Fig. 1: clock nets
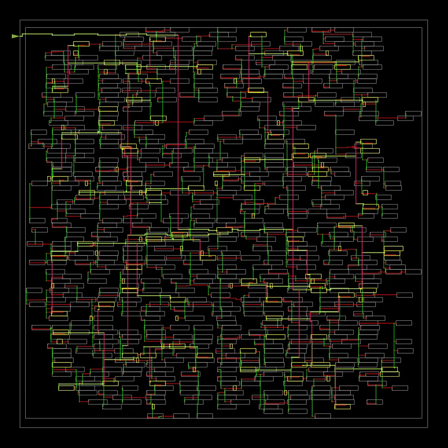
Fig. 2: register map, names as in the netlist
(1 px per um) Other sequential cells in the stronger gray, the rest of the logic in the fainter gray.
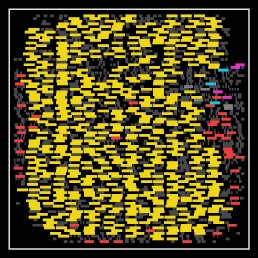
Fig. 3: port wiring
(2 px per um)
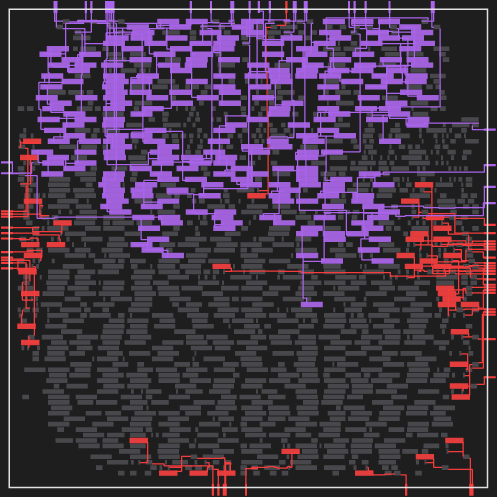
==> src/rtl/bresolve_pkg.sv <==
`default_nettype none
// ============================================================================
// Package : bproc_pkg
// Brief   : Shared types and helpers for the branch resolution stage:
//           correction packet bit positions, the queued prediction entry
//           and the packet builder.
// Rev     : 1.0  initial release
// ============================================================================
package bproc_pkg;

  localparam int PKT_W      = 42;
  localparam int PKT_VALID  = 41;
  localparam int PKT_MISP   = 40;
  localparam int PKT_PC_HI  = 39;
  localparam int PKT_PC_LO  = 8;
  localparam int PKT_POS_HI = 7;

  // One in-flight fetch prediction, oldest at the queue head
  typedef struct packed {
    logic        taken;
    logic [31:0] target;
    logic [31:0] fallthru;
    logic [7:0]  pos;
  } pred_entry_t;

  // Assemble a correction packet; the valid bit is always set so the
  // downstream stage sees every resolved branch, correct or not.
  function automatic logic [PKT_W-1:0] build_packet(
    input logic        misp,
    input logic [31:0] pc,
    input logic [7:0]  pos
  );
    logic [PKT_W-1:0] pkt;
    pkt                      = '0;
    pkt[PKT_VALID]           = 1'b1;
    pkt[PKT_MISP]            = misp;
    pkt[PKT_PC_HI:PKT_PC_LO] = pc;
    pkt[PKT_POS_HI:0]        = pos;
    return pkt;
  endfunction

endpackage
`default_nettype wire

==> src/rtl/bresolve_if.sv <==
`default_nettype none
// ============================================================================
// Interface : bresolve_if
// Brief     : Prediction, resolution and correction-packet signals of the
//             branch resolution stage. master = fetch/execute side,
//             slave = bresolve.
// Rev       : 1.0  initial release
// ============================================================================
interface bresolve_if #(
  parameter int DEPTH = 8,
  parameter int PCW   = 32
);
  localparam int CW = $clog2(DEPTH) + 1;

  logic           i_pred_valid;
  logic           o_pred_ready;
  logic           i_pred_taken;
  logic [PCW-1:0] i_pred_target;
  logic [PCW-1:0] i_pred_fallthru;
  logic [7:0]     i_pred_pos;

  logic           i_res_valid;
  logic           o_res_ready;
  logic           i_res_taken;
  logic [PCW-1:0] i_res_target;

  logic           o_fire;
  logic [41:0]    o_data;
  logic           o_flush;
  logic [CW-1:0]  o_occupancy;

  modport master (
    output i_pred_valid, i_pred_taken, i_pred_target, i_pred_fallthru, i_pred_pos,
    output i_res_valid, i_res_taken, i_res_target,
    input  o_pred_ready, o_res_ready, o_fire, o_data, o_flush, o_occupancy
  );

  modport slave (
    input  i_pred_valid, i_pred_taken, i_pred_target, i_pred_fallthru, i_pred_pos,
    input  i_res_valid, i_res_taken, i_res_target,
    output o_pred_ready, o_res_ready, o_fire, o_data, o_flush, o_occupancy
  );
endinterface
`default_nettype wire

==> src/rtl/bresolve_queue.sv <==
`default_nettype none
// ============================================================================
// Module : bpred_queue
// Brief  : Circular FIFO of pending predictions. Push is ignored when full,
//          pop when empty; a synchronous flush empties it and overrides both.
// Rev    : 1.0  initial release
// ============================================================================
module bpred_queue
  import bproc_pkg::*;
#(
  parameter int DEPTH = 8
) (
  input  wire              clk,
  input  wire              rst,
  input  wire              i_push,
  input  wire              i_pop,
  input  wire              i_flush,
  input  wire pred_entry_t i_data,
  output pred_entry_t      o_head,
  output logic [$clog2(DEPTH):0] o_count,
  output logic             o_full,
  output logic             o_empty
);
  localparam int            AW           = $clog2(DEPTH);
  localparam logic [AW:0]   C_FULL_COUNT = (AW + 1)'(DEPTH);

  pred_entry_t   r_mem [DEPTH];
  logic [AW-1:0] r_wr_ptr;
  logic [AW-1:0] r_rd_ptr;
  logic [AW:0]   r_count;
  logic          w_push;
  logic          w_pop;

  assign o_full  = (r_count == C_FULL_COUNT);
  assign o_empty = (r_count == '0);
  assign w_push  = i_push && !o_full && !i_flush;
  assign w_pop   = i_pop && !o_empty && !i_flush;
  assign o_head  = r_mem[r_rd_ptr];
  assign o_count = r_count;

  // Entry storage; contents need no reset because count gates visibility
  always_ff @(posedge clk) begin
    if (w_push) r_mem[r_wr_ptr] <= i_data;
  end

  // Pointers wrap naturally (DEPTH is a power of two); flush returns to empty
  always_ff @(posedge clk or posedge rst) begin
    if (rst) begin
      r_wr_ptr <= '0;
      r_rd_ptr <= '0;
      r_count  <= '0;
    end else if (i_flush) begin
      r_wr_ptr <= '0;
      r_rd_ptr <= '0;
      r_count  <= '0;
    end else begin
      if (w_push) r_wr_ptr <= r_wr_ptr + 1'b1;
      if (w_pop)  r_rd_ptr <= r_rd_ptr + 1'b1;
      case ({w_push, w_pop})
        2'b10:   r_count <= r_count + 1'b1;
        2'b01:   r_count <= r_count - 1'b1;
        default: r_count <= r_count;
      endcase
    end
  end

endmodule
`default_nettype wire

==> src/rtl/bresolve.sv <==
`default_nettype none
// ============================================================================
// Module : bresolve
// Brief  : Branch resolution. Queues fetch predictions, matches the head
//          against in-order execute outcomes, emits a registered correction
//          packet per resolved branch and flushes younger predictions on a
//          mispredict.
// Rev    : 1.0  initial release
// ============================================================================
module bresolve
  import bproc_pkg::*;
#(
  parameter int DEPTH = 8,
  parameter int PCW   = 32
) (
  input wire        clk,
  input wire        rst,
  bresolve_if.slave bus
);
  localparam int CW = $clog2(DEPTH) + 1;

  pred_entry_t    w_push_entry;
  pred_entry_t    w_head;
  logic [CW-1:0]  w_count;
  logic           w_full;
  logic           w_empty;
  logic           w_enq;
  logic           w_deq;
  logic           w_misp;
  logic           w_flush;
  logic [PCW-1:0] w_actual_pc;

  logic           r_fire;
  logic           r_flush;
  logic [PKT_W-1:0] r_data;

  assign w_push_entry = '{taken:    bus.i_pred_taken,
                          target:   bus.i_pred_target,
                          fallthru: bus.i_pred_fallthru,
                          pos:      bus.i_pred_pos};

  // Readiness depends only on stored occupancy, never on same-cycle pops
  assign w_enq = bus.i_pred_valid && !w_full;
  assign w_deq = bus.i_res_valid && !w_empty;

  // Not-taken outcomes compare direction only; taken outcomes also the target
  assign w_actual_pc = bus.i_res_taken ? bus.i_res_target : w_head.fallthru;
  assign w_misp      = (bus.i_res_taken != w_head.taken) ||
                       (bus.i_res_taken && (bus.i_res_target != w_head.target));
  assign w_flush     = w_deq && w_misp;

  // A flush also drops any same-cycle enqueue, which is on the wrong path
  bpred_queue #(
    .DEPTH (DEPTH)
  ) u_queue (
    .clk     (clk),
    .rst     (rst),
    .i_push  (w_enq),
    .i_pop   (w_deq),
    .i_flush (w_flush),
    .i_data  (w_push_entry),
    .o_head  (w_head),
    .o_count (w_count),
    .o_full  (w_full),
    .o_empty (w_empty)
  );

  // Output stage: strobes last one cycle, packet data holds until replaced
  always_ff @(posedge clk or posedge rst) begin
    if (rst) begin
      r_fire  <= 1'b0;
      r_flush <= 1'b0;
      r_data  <= '0;
    end else begin
      r_fire  <= w_deq;
      r_flush <= w_flush;
      if (w_deq) r_data <= build_packet(w_misp, w_actual_pc, w_head.pos);
    end
  end

  assign bus.o_pred_ready = !w_full;
  assign bus.o_res_ready  = !w_empty;
  assign bus.o_fire       = r_fire;
  assign bus.o_flush      = r_flush;
  assign bus.o_data       = r_data;
  assign bus.o_occupancy  = w_count;

endmodule
`default_nettype wire

==> src/flat_wrapper.sv <==
// flat-port wrapper written by rule: the top's interface ports become plain ports
module bresolve_flat import bproc_pkg::*;
#(
  parameter int DEPTH = 8,
  parameter int PCW   = 32
)
  (clk, rst, bus_i_pred_valid, bus_i_pred_taken, bus_i_pred_target, bus_i_pred_fallthru, bus_i_pred_pos, bus_i_res_valid, bus_i_res_taken, bus_i_res_target, bus_o_pred_ready, bus_o_res_ready, bus_o_fire, bus_o_data, bus_o_flush, bus_o_occupancy);
  bresolve_if #(.DEPTH(DEPTH), .PCW(PCW)) bus_i ();
  input wire clk;
  input wire rst;
  input wire logic [$bits(bus_i.i_pred_valid)-1:0] bus_i_pred_valid;
  input wire logic [$bits(bus_i.i_pred_taken)-1:0] bus_i_pred_taken;
  input wire logic [$bits(bus_i.i_pred_target)-1:0] bus_i_pred_target;
  input wire logic [$bits(bus_i.i_pred_fallthru)-1:0] bus_i_pred_fallthru;
  input wire logic [$bits(bus_i.i_pred_pos)-1:0] bus_i_pred_pos;
  input wire logic [$bits(bus_i.i_res_valid)-1:0] bus_i_res_valid;
  input wire logic [$bits(bus_i.i_res_taken)-1:0] bus_i_res_taken;
  input wire logic [$bits(bus_i.i_res_target)-1:0] bus_i_res_target;
  output wire logic [$bits(bus_i.o_pred_ready)-1:0] bus_o_pred_ready;
  output wire logic [$bits(bus_i.o_res_ready)-1:0] bus_o_res_ready;
  output wire logic [$bits(bus_i.o_fire)-1:0] bus_o_fire;
  output wire logic [$bits(bus_i.o_data)-1:0] bus_o_data;
  output wire logic [$bits(bus_i.o_flush)-1:0] bus_o_flush;
  output wire logic [$bits(bus_i.o_occupancy)-1:0] bus_o_occupancy;
  assign bus_i.i_pred_valid = bus_i_pred_valid;
  assign bus_i.i_pred_taken = bus_i_pred_taken;
  assign bus_i.i_pred_target = bus_i_pred_target;
  assign bus_i.i_pred_fallthru = bus_i_pred_fallthru;
  assign bus_i.i_pred_pos = bus_i_pred_pos;
  assign bus_i.i_res_valid = bus_i_res_valid;
  assign bus_i.i_res_taken = bus_i_res_taken;
  assign bus_i.i_res_target = bus_i_res_target;
  assign bus_o_pred_ready = bus_i.o_pred_ready;
  assign bus_o_res_ready = bus_i.o_res_ready;
  assign bus_o_fire = bus_i.o_fire;
  assign bus_o_data = bus_i.o_data;
  assign bus_o_flush = bus_i.o_flush;
  assign bus_o_occupancy = bus_i.o_occupancy;
  bresolve #(.DEPTH(DEPTH), .PCW(PCW)) u_core (.clk(clk), .rst(rst), .bus(bus_i));
endmodule
==> config.mk <==
export PLATFORM = sky130hd
export DESIGN_NAME = bresolve_flat
export DESIGN_NICKNAME = d
export VERILOG_FILES = /design/src/rtl/bresolve_pkg.sv /design/src/rtl/bresolve_if.sv /design/src/rtl/bresolve_queue.sv /design/src/rtl/bresolve.sv /design/src/flat_wrapper.sv
export SDC_FILE = /design/constraint.sdc
export NUM_CORES = 1
export LEC_CHECK = 0
export CELL_PAD_IN_SITES_DETAIL_PLACEMENT = 1
export CELL_PAD_IN_SITES_GLOBAL_PLACEMENT = 2
export CORE_MARGIN = 3
export CORE_UTILIZATION = 46
export DETAILED_ROUTE_END_ITERATION = 8
export PLACE_DENSITY_LB_ADDON = 0.12
export SYNTH_ARGS = -nofsm -noshare
export SYNTH_HDL_FRONTEND = slang
export SYNTH_SLANG_ARGS = --single-unit
==> constraint.sdc <==
create_clock -name clk -period 14.3 [get_ports clk]
set_input_delay 1.43 -clock clk [delete_from_list [all_inputs] [get_ports clk]]
set_output_delay 1.43 -clock clk [all_outputs]
set_load 0.02 [all_outputs]
==> results.txt <==
The synthesis and PnR run went through. Combined buffer and inverter count along the critical path landed at 4. Final hold violation count landed at 0. After synthesis the netlist holds a flip-flop and latch count of approximately 640. Clock tree synthesis inserted a total of between 60 and 70 buffers.

Worst vdd rail ir drop landed at 116 uV. The post-placement cell area is around 0.027 sq mm. Power in sequential cells landed at about 2400 uW. The endpoint identified for the worst register-to-register timing path is u_core.u_queue.r_mem[2][63]. Chip footprint landed at between 0.05 and 0.06 sq mm. Number of nets in the finished design landed at approximately 1500.

Worst clock skew on the final layout landed at 0.0181 ns. STA classifies the critical path startpoint as a register. The synthesis log from Yosys contains 0 warnings.

Number of inserted filler cells in the final layout landed at 4663. For this design the static power due to leakage is ~0.0095 uW. In this run the clock root is driven by a sky130_fd_sc_hd__clkbuf_16. Following the worst setup path forward leads to its endpoint at u_core.u_queue.r_mem[2][63]. Non-filler instance count after layout landed at 2167. The timing report gives the biggest stage delay along the critical path as roughly 0.85 ns. Buffers added to address setup during post-CTS repair amount to 0. The H-tree was split into 3 levels. The synthesis report gives the async set-or-reset register share as around 8.5%.

Global routing usage on met2 landed at about a third. Netlist area before placement landed at between 0.02 and 0.025 sq mm. Per the post-route antenna check, the number of violating nets is 0. For reference, the top logic cell family by area is multiplexers.

The tightest min-delay check is of the reg -> reg type. The routed layout reports a DRC error count of 0. Count of input and output buffers landed at approximately 160.

The final antenna diode tally reported by the flow is 0. By count the netlist is led by sky130_fd_sc_hd__edfxtp_1 (584), sky130_fd_sc_hd__mux4_2 (128), sky130_fd_sc_hd__mux2i_1 (98), sky130_fd_sc_hd__nand2_1 (56), sky130_fd_sc_hd__dfrtp_1 (54). The worst hold path begins at u_core.bus.o_data[41]. Area of the core landed at 0.0530 sq mm. The critical path is of the reg -> reg type.

In this run, power in the clock network comes to between 1500 and 2000 uW. Looking at the global route congestion table, the highest-usage layer is met2. Initial antenna violation count landed at 1.

Clock period minus final worst setup slack landed at 6.79 ns. After Yosys synthesis, XOR and XNOR cells account for less than 1% of the synthesized area. Counting pins that exceed their max-slew limit in the final report gives 0. Share of the core filled with cells landed at a little under three fifths. Area fraction of the dominant cell type after synthesis landed at between 70% and 80%. Die boundary height landed at ~240 um. Summing over the stages, the warning tally comes to 26.

The highest clock rate this design can be run at is around 0.15 GHz. Per the final report, the share of cell area in clock cells is 7.63%. Layout overhead on the synthesized area landed at 18.5%. In the Yosys stats the netlist draws on 46 distinct library cells.

The flow ran to the end, and the final reports show no timing, DRC or antenna violations. Ratio of cells with drive above 1 in the final layout landed at ~18%. In this run the worst setup path begins at u_core.u_queue.r_rd_ptr[1]. Cell internal power was estimated by the tool at between 4000 and 5000 uW. Per the detail_route report, routed wire per instance is approximately 28 um. Worst hold margin landed at ~0.47 ns.

Registers represent a cell area share of between 60 and 70%. Pin count of the biggest net entering global routing landed at just under 90. Average size of a mapped cell landed at ~20 sq um. Part of the cycle the worst path needs landed at 47.5%. STA lists the maximum fanout along the critical path as 59. Detailed-route wire length on metal 1 landed at roughly 26 mm.

The synthesized netlist devotes ~2.7% of its cell area to compound gates. Met1 capacity usage during global routing landed at a little under a third. Total power after layout landed at around 5700 uW. The flow reports that sequential cells draw roughly 43% of the design power. Floorplan core density landed at ~47%. Logged for this run, the post-placement worst setup slack is approximately 7.4 ns. The script logs the ratio of routed vias to standard cells as ~5.7. Number of design-rule violations left by the first detailed-router iteration landed at between 1000 and 1500.
About Fig. 1:
final sequential cell count: 638
worst-skew pair later-pin latency: 0.58 ns
CLK BUF: 90

About Fig. 2:
Key: cyan = `u_core.u_queue.r_rd_ptr` [sequential cells 3]; yellow = `u_core.u_queue.r_mem` [sequential cells 584, where all over the die]; magenta = `u_core.u_queue.o_count` [sequential cells 4]; red = `u_core.bus.o_data` [sequential cells 42]
Another 5 sequential cells are not colored.

About Fig. 3:
Key: red = `bus_o_data` [bits 42, direction output, edge 22 east, 11 west, 8 south, 1 north, end cells 42, buffers 42, wire 1640 um]; purple = `bus_i_pred_target` [bits 32, direction input, edge 26 north, 4 east, 2 west, end cells 256, buffers 32, wire 4020 um]

Power and IR drop assume default switching activity.
